==> src/rtl/mem_stage_sram_ctrl_if.sv <==
// Bus bundle between the memory stage controller, the EXE/MEM pipeline side
// and the external 16-bit SRAM. The controller uses the slave modport; the
// environment (pipeline plus SRAM pins) uses the master modport.
interface mem_stage_sram_ctrl_if #(
  parameter int WORD_WIDTH  = 32,
  parameter int SRAM_ADDR_W = 18,
  parameter int SRAM_DATA_W = 16
);
  logic                   rd_en;
  logic                   wr_en;
  logic [WORD_WIDTH-1:0]  address;
  logic [WORD_WIDTH-1:0]  wr_data;
  logic [WORD_WIDTH-1:0]  rd_data;
  logic                   ready;
  logic [SRAM_ADDR_W-1:0] sram_addr;
  logic [SRAM_DATA_W-1:0] sram_dq_o;
  logic                   sram_dq_oe;
  logic [SRAM_DATA_W-1:0] sram_dq_i;
  logic                   sram_we_n;

  modport master (
    output rd_en, wr_en, address, wr_data, sram_dq_i,
    input  rd_data, ready, sram_addr, sram_dq_o, sram_dq_oe, sram_we_n
  );

  modport slave (
    input  rd_en, wr_en, address, wr_data, sram_dq_i,
    output rd_data, ready, sram_addr, sram_dq_o, sram_dq_oe, sram_we_n
  );
endinterface

==> src/rtl/mem_stage_sram_ctrl.sv <==
// Memory-stage data-memory controller. Splits each 32-bit load/store into a
// low and a high 16-bit SRAM access, holding ready low (pipeline freeze) until
// a one-cycle DONE state lets the pipeline advance.
//
// state | meaning
// IDLE  | no access; ready mirrors absence of a request; request latched here
// LOW   | half-word 2k on the bus for WAIT_CYCLES cycles
// HIGH  | half-word 2k+1 on the bus for WAIT_CYCLES cycles
// DONE  | single cycle with ready=1; load data valid; back to IDLE
module mem_stage_sram_ctrl #(
  parameter int WORD_WIDTH  = 32,
  parameter int SRAM_ADDR_W = 18,
  parameter int SRAM_DATA_W = 16,
  parameter int BASE_ADDR   = 1024,
  parameter int WAIT_CYCLES = 2
) (
  input logic                  clk,
  input logic                  rst,
  mem_stage_sram_ctrl_if.slave bus
);

  localparam int HW    = SRAM_DATA_W;
  localparam int KW    = SRAM_ADDR_W - 1;
  localparam int CNT_W = (WAIT_CYCLES > 1) ? $clog2(WAIT_CYCLES) : 1;
  localparam logic [CNT_W-1:0] CNT_LAST = CNT_W'(WAIT_CYCLES - 1);

  typedef enum logic [1:0] {IDLE, LOW, HIGH, DONE} state_t;

  state_t                 state_q;
  logic [CNT_W-1:0]       cnt_q;
  logic [KW-1:0]          k_q;
  logic [HW-1:0]          wdata_hi_q;
  logic                   op_wr_q;
  logic [WORD_WIDTH-1:0]  rd_data_q;
  logic [SRAM_ADDR_W-1:0] sram_addr_q;
  logic [HW-1:0]          sram_dq_o_q;
  logic                   sram_dq_oe_q;
  logic                   sram_we_n_q;

  logic                   req;
  logic [WORD_WIDTH-1:0]  addr_off;
  logic [KW-1:0]          k_in;
  logic                   unused_addr_bits;

  // Word index relative to the SRAM base; the subtraction wraps naturally and
  // the slice keeps only the bits that fit the half-word address space.
  assign req              = bus.rd_en | bus.wr_en;
  assign addr_off         = bus.address - WORD_WIDTH'(BASE_ADDR);
  assign k_in             = addr_off[SRAM_ADDR_W:2];
  assign unused_addr_bits = ^{addr_off[WORD_WIDTH-1:SRAM_ADDR_W+1], addr_off[1:0]};

  // ready is combinational only in IDLE so an idle pipeline sees zero added latency.
  assign bus.ready      = (state_q == IDLE) ? ~req : (state_q == DONE);
  assign bus.rd_data    = rd_data_q;
  assign bus.sram_addr  = sram_addr_q;
  assign bus.sram_dq_o  = sram_dq_o_q;
  assign bus.sram_dq_oe = sram_dq_oe_q;
  assign bus.sram_we_n  = sram_we_n_q;

  // Access sequencer; SRAM strobes are registered so they only move on clock edges.
  always_ff @(posedge clk or posedge rst) begin
    if (rst) begin
      state_q      <= IDLE;
      cnt_q        <= '0;
      k_q          <= '0;
      wdata_hi_q   <= '0;
      op_wr_q      <= 1'b0;
      rd_data_q    <= '0;
      sram_addr_q  <= '0;
      sram_dq_o_q  <= '0;
      sram_dq_oe_q <= 1'b0;
      sram_we_n_q  <= 1'b1;
    end else begin
      case (state_q)
        IDLE: begin
          if (req) begin
            // A simultaneous rd_en/wr_en is treated as a store.
            k_q          <= k_in;
            wdata_hi_q   <= bus.wr_data[WORD_WIDTH-1:HW];
            op_wr_q      <= bus.wr_en;
            cnt_q        <= '0;
            state_q      <= LOW;
            sram_addr_q  <= {k_in, 1'b0};
            sram_dq_o_q  <= bus.wr_data[HW-1:0];
            sram_dq_oe_q <= bus.wr_en;
            sram_we_n_q  <= ~bus.wr_en;
          end
        end
        LOW: begin
          if (cnt_q == CNT_LAST) begin
            if (!op_wr_q) rd_data_q[HW-1:0] <= bus.sram_dq_i;
            cnt_q       <= '0;
            state_q     <= HIGH;
            sram_addr_q <= {k_q, 1'b1};
            sram_dq_o_q <= wdata_hi_q;
          end else begin
            cnt_q <= cnt_q + CNT_W'(1);
          end
        end
        HIGH: begin
          if (cnt_q == CNT_LAST) begin
            if (!op_wr_q) rd_data_q[WORD_WIDTH-1:HW] <= bus.sram_dq_i;
            cnt_q        <= '0;
            state_q      <= DONE;
            sram_dq_oe_q <= 1'b0;
            sram_we_n_q  <= 1'b1;
          end else begin
            cnt_q <= cnt_q + CNT_W'(1);
          end
        end
        DONE: begin
          state_q <= IDLE;
        end
        default: begin
          state_q <= IDLE;
        end
      endcase
    end
  end

endmodule

==> src/flat_wrapper.sv <==
// flat-port wrapper written by rule: the top's interface ports become plain ports
module mem_stage_sram_ctrl_flat 
#(
  parameter int WORD_WIDTH  = 32,
  parameter int SRAM_ADDR_W = 18,
  parameter int SRAM_DATA_W = 16,
  parameter int BASE_ADDR   = 1024,
  parameter int WAIT_CYCLES = 2
)
  (clk, rst, bus_rd_en, bus_wr_en, bus_address, bus_wr_data, bus_sram_dq_i, bus_rd_data, bus_ready, bus_sram_addr, bus_sram_dq_o, bus_sram_dq_oe, bus_sram_we_n);
  mem_stage_sram_ctrl_if #(.WORD_WIDTH(WORD_WIDTH), .SRAM_ADDR_W(SRAM_ADDR_W), .SRAM_DATA_W(SRAM_DATA_W)) bus_i ();
  input logic clk;
  input logic rst;
  input wire logic [$bits(bus_i.rd_en)-1:0] bus_rd_en;
  input wire logic [$bits(bus_i.wr_en)-1:0] bus_wr_en;
  input wire logic [$bits(bus_i.address)-1:0] bus_address;
  input wire logic [$bits(bus_i.wr_data)-1:0] bus_wr_data;
  input wire logic [$bits(bus_i.sram_dq_i)-1:0] bus_sram_dq_i;
  output wire logic [$bits(bus_i.rd_data)-1:0] bus_rd_data;
  output wire logic [$bits(bus_i.ready)-1:0] bus_ready;
  output wire logic [$bits(bus_i.sram_addr)-1:0] bus_sram_addr;
  output wire logic [$bits(bus_i.sram_dq_o)-1:0] bus_sram_dq_o;
  output wire logic [$bits(bus_i.sram_dq_oe)-1:0] bus_sram_dq_oe;
  output wire logic [$bits(bus_i.sram_we_n)-1:0] bus_sram_we_n;
  assign bus_i.rd_en = bus_rd_en;
  assign bus_i.wr_en = bus_wr_en;
  assign bus_i.address = bus_address;
  assign bus_i.wr_data = bus_wr_data;
  assign bus_i.sram_dq_i = bus_sram_dq_i;
  assign bus_rd_data = bus_i.rd_data;
  assign bus_ready = bus_i.ready;
  assign bus_sram_addr = bus_i.sram_addr;
  assign bus_sram_dq_o = bus_i.sram_dq_o;
  assign bus_sram_dq_oe = bus_i.sram_dq_oe;
  assign bus_sram_we_n = bus_i.sram_we_n;
  mem_stage_sram_ctrl #(.WORD_WIDTH(WORD_WIDTH), .SRAM_ADDR_W(SRAM_ADDR_W), .SRAM_DATA_W(SRAM_DATA_W), .BASE_ADDR(BASE_ADDR), .WAIT_CYCLES(WAIT_CYCLES)) u_core (.clk(clk), .rst(rst), .bus(bus_i));
endmodule
==> config.mk <==
export PLATFORM = sky130hd
export DESIGN_NAME = mem_stage_sram_ctrl_flat
export DESIGN_NICKNAME = d
export VERILOG_FILES = /design/src/rtl/mem_stage_sram_ctrl_if.sv /design/src/rtl/mem_stage_sram_ctrl.sv /design/src/flat_wrapper.sv
export SDC_FILE = /design/constraint.sdc
export NUM_CORES = 1
export LEC_CHECK = 0
export CORE_UTILIZATION = 41
export DETAILED_ROUTE_END_ITERATION = 7
export PLACE_DENSITY = 0.72
export SYNTH_ARGS = -nofsm -noshare
export SYNTH_HDL_FRONTEND = slang
export SYNTH_SLANG_ARGS = --single-unit
==> constraint.sdc <==
create_clock -name clk -period 3.2 [get_ports clk]
set_input_delay 0.32 -clock clk [delete_from_list [all_inputs] [get_ports clk]]
set_output_delay 0.32 -clock clk [all_outputs]
set_load 0.005 [all_outputs]
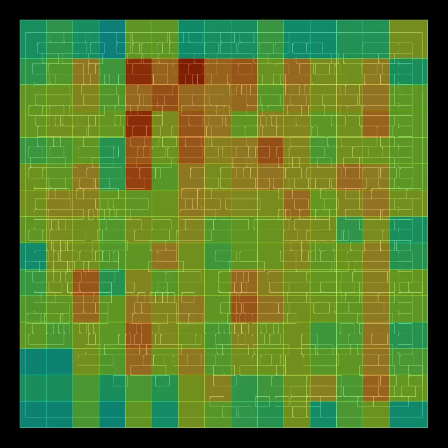
Fig. 1. Routing congestion.
final routed wire length divided by cell count: 15.8 um
total routing usage reported by global routing: 18.3%
Most Used Layer, Global Route: met2

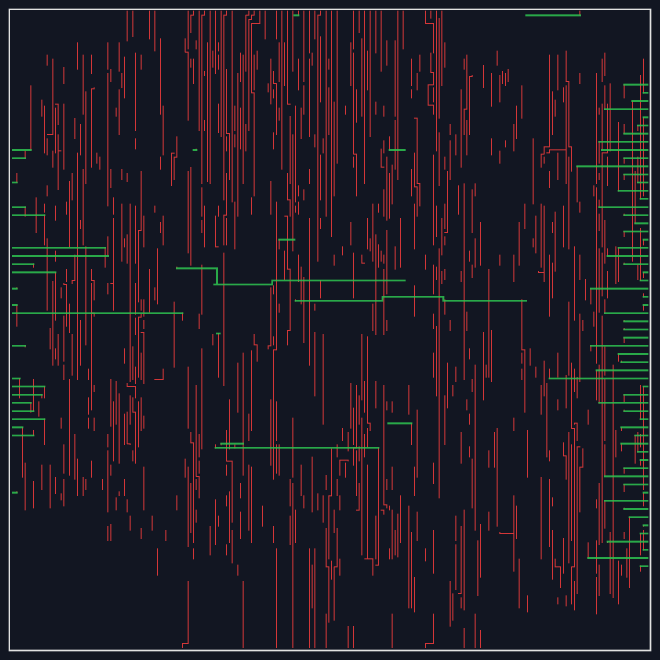
Fig. 2. Wiring by layer.
Drawn at 6 px/um. Only two layers are drawn.
color	layer	wire length
red	metal 2	4,920 um
green	metal 3	500 um
Detailed Route WL: 9.96 mm
via total after detailed routing: 3,128

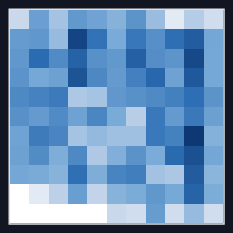
Fig. 3. Cell area per tile.
Drawn at 2 px/um. The die is cut into 11 by 11 equal tiles; white is low, dark blue is high, 0 to 100% covered.
nearly empty tiles	5.0%
emptiest ninth of the die	bottom left
fullest tile	97%
tiles over 75% full	12%
mean over tiles	53%

==> run summary <==
Results of an implementation run.

Multiplexer cells account for between 20% and 30% of the synthesized area. The routed length on met3 is ~500 um. For reference, the placement row count at floorplan is 37.

Counting endpoints that fail hold in the final report gives 0. The largest cell class by area is flip-flops and latches. In this run the clock root is driven by a clkbuf_8. The unique cell type count in the Yosys netlist is 36. In this run the vertical extent of the chip is around 110 um. The detailed-routing iteration count for the pre-antenna-repair pass is 4. The synthesized netlist was found by Yosys to have around 350 cells.

The number of buffers inserted during clock tree synthesis is 9. The worst setup path is launched from a flop. The layout has 11 clock buffers. Subtracting the final worst setup slack from the clock period gives about 2400 ps. The depth of the worst register-to-register path is 5. For the final database, setup skew stands at 13.6 ps.

Per the post-synthesis stats, the area per cell is between 10 and 15 um2. Across all hold checks on the routed design, the worst slack comes to 435 ps. The flow ran to the end, and the final reports show no timing, DRC or antenna violations. The placed cell count is about 600. The max-slew violation count is 0. The detailed router's first-iteration violation count is slightly above 90. Per report_power, the clock group accounts for around an eighth of the total.

The initial antenna violation count is 0. The worst VDD IR drop from the latest analysis is around 370 uV. During placement, the flow inserted port buffers numbering 137. For this floorplan the total number of well-tap instances is 136.

The number of flip-flops in the largest register is 32. The total number of nets in the final design is 577. The synthesized netlist devotes ~8.3% of its cell area to simple gates.

The horizontal die size is 107 um. The delay of the slowest cell on the worst path is about 500 ps. The layout filler cell count is ~940.

Setup repair after global routing left no endpoint under its margin. Global routing consumed, on the met3 layer, 3.16% of the routing resources. The share of the synthesized area in the top cell type is around 58%. The internal portion of the total power is about 3.9 mW. The number of gates resized after cts is 0. The highest attainable clock frequency is 425 MHz. The part of the power in combinational logic is between 40 and 50%. Per the cell usage report, the commonest logic cells after layout are 137 x clkdlybuf4s50_1, 104 x dfrtp_1, 59 x mux2_2, 44 x nand2_1, 24 x mux2i_1.

Across the whole layout, storage elements make up between 40% and 50% of the cell area. The count of buffering cells on the critical path with inverters included is 1. Between the synthesized netlist and the finished layout, the area growth was recorded as 37.0%. The number of setup buffers added after CTS is 0. The reported combinational group power is approximately 2.7 mW. Dividing the detail-routed via count by the number of cells gives roughly 5.0. The most common library cell in the layout ignoring fill and taps is clkdlybuf4s50_1. Entering global routing, the biggest net connects between 50 and 60 pins.
Power and IR drop assume default switching activity.
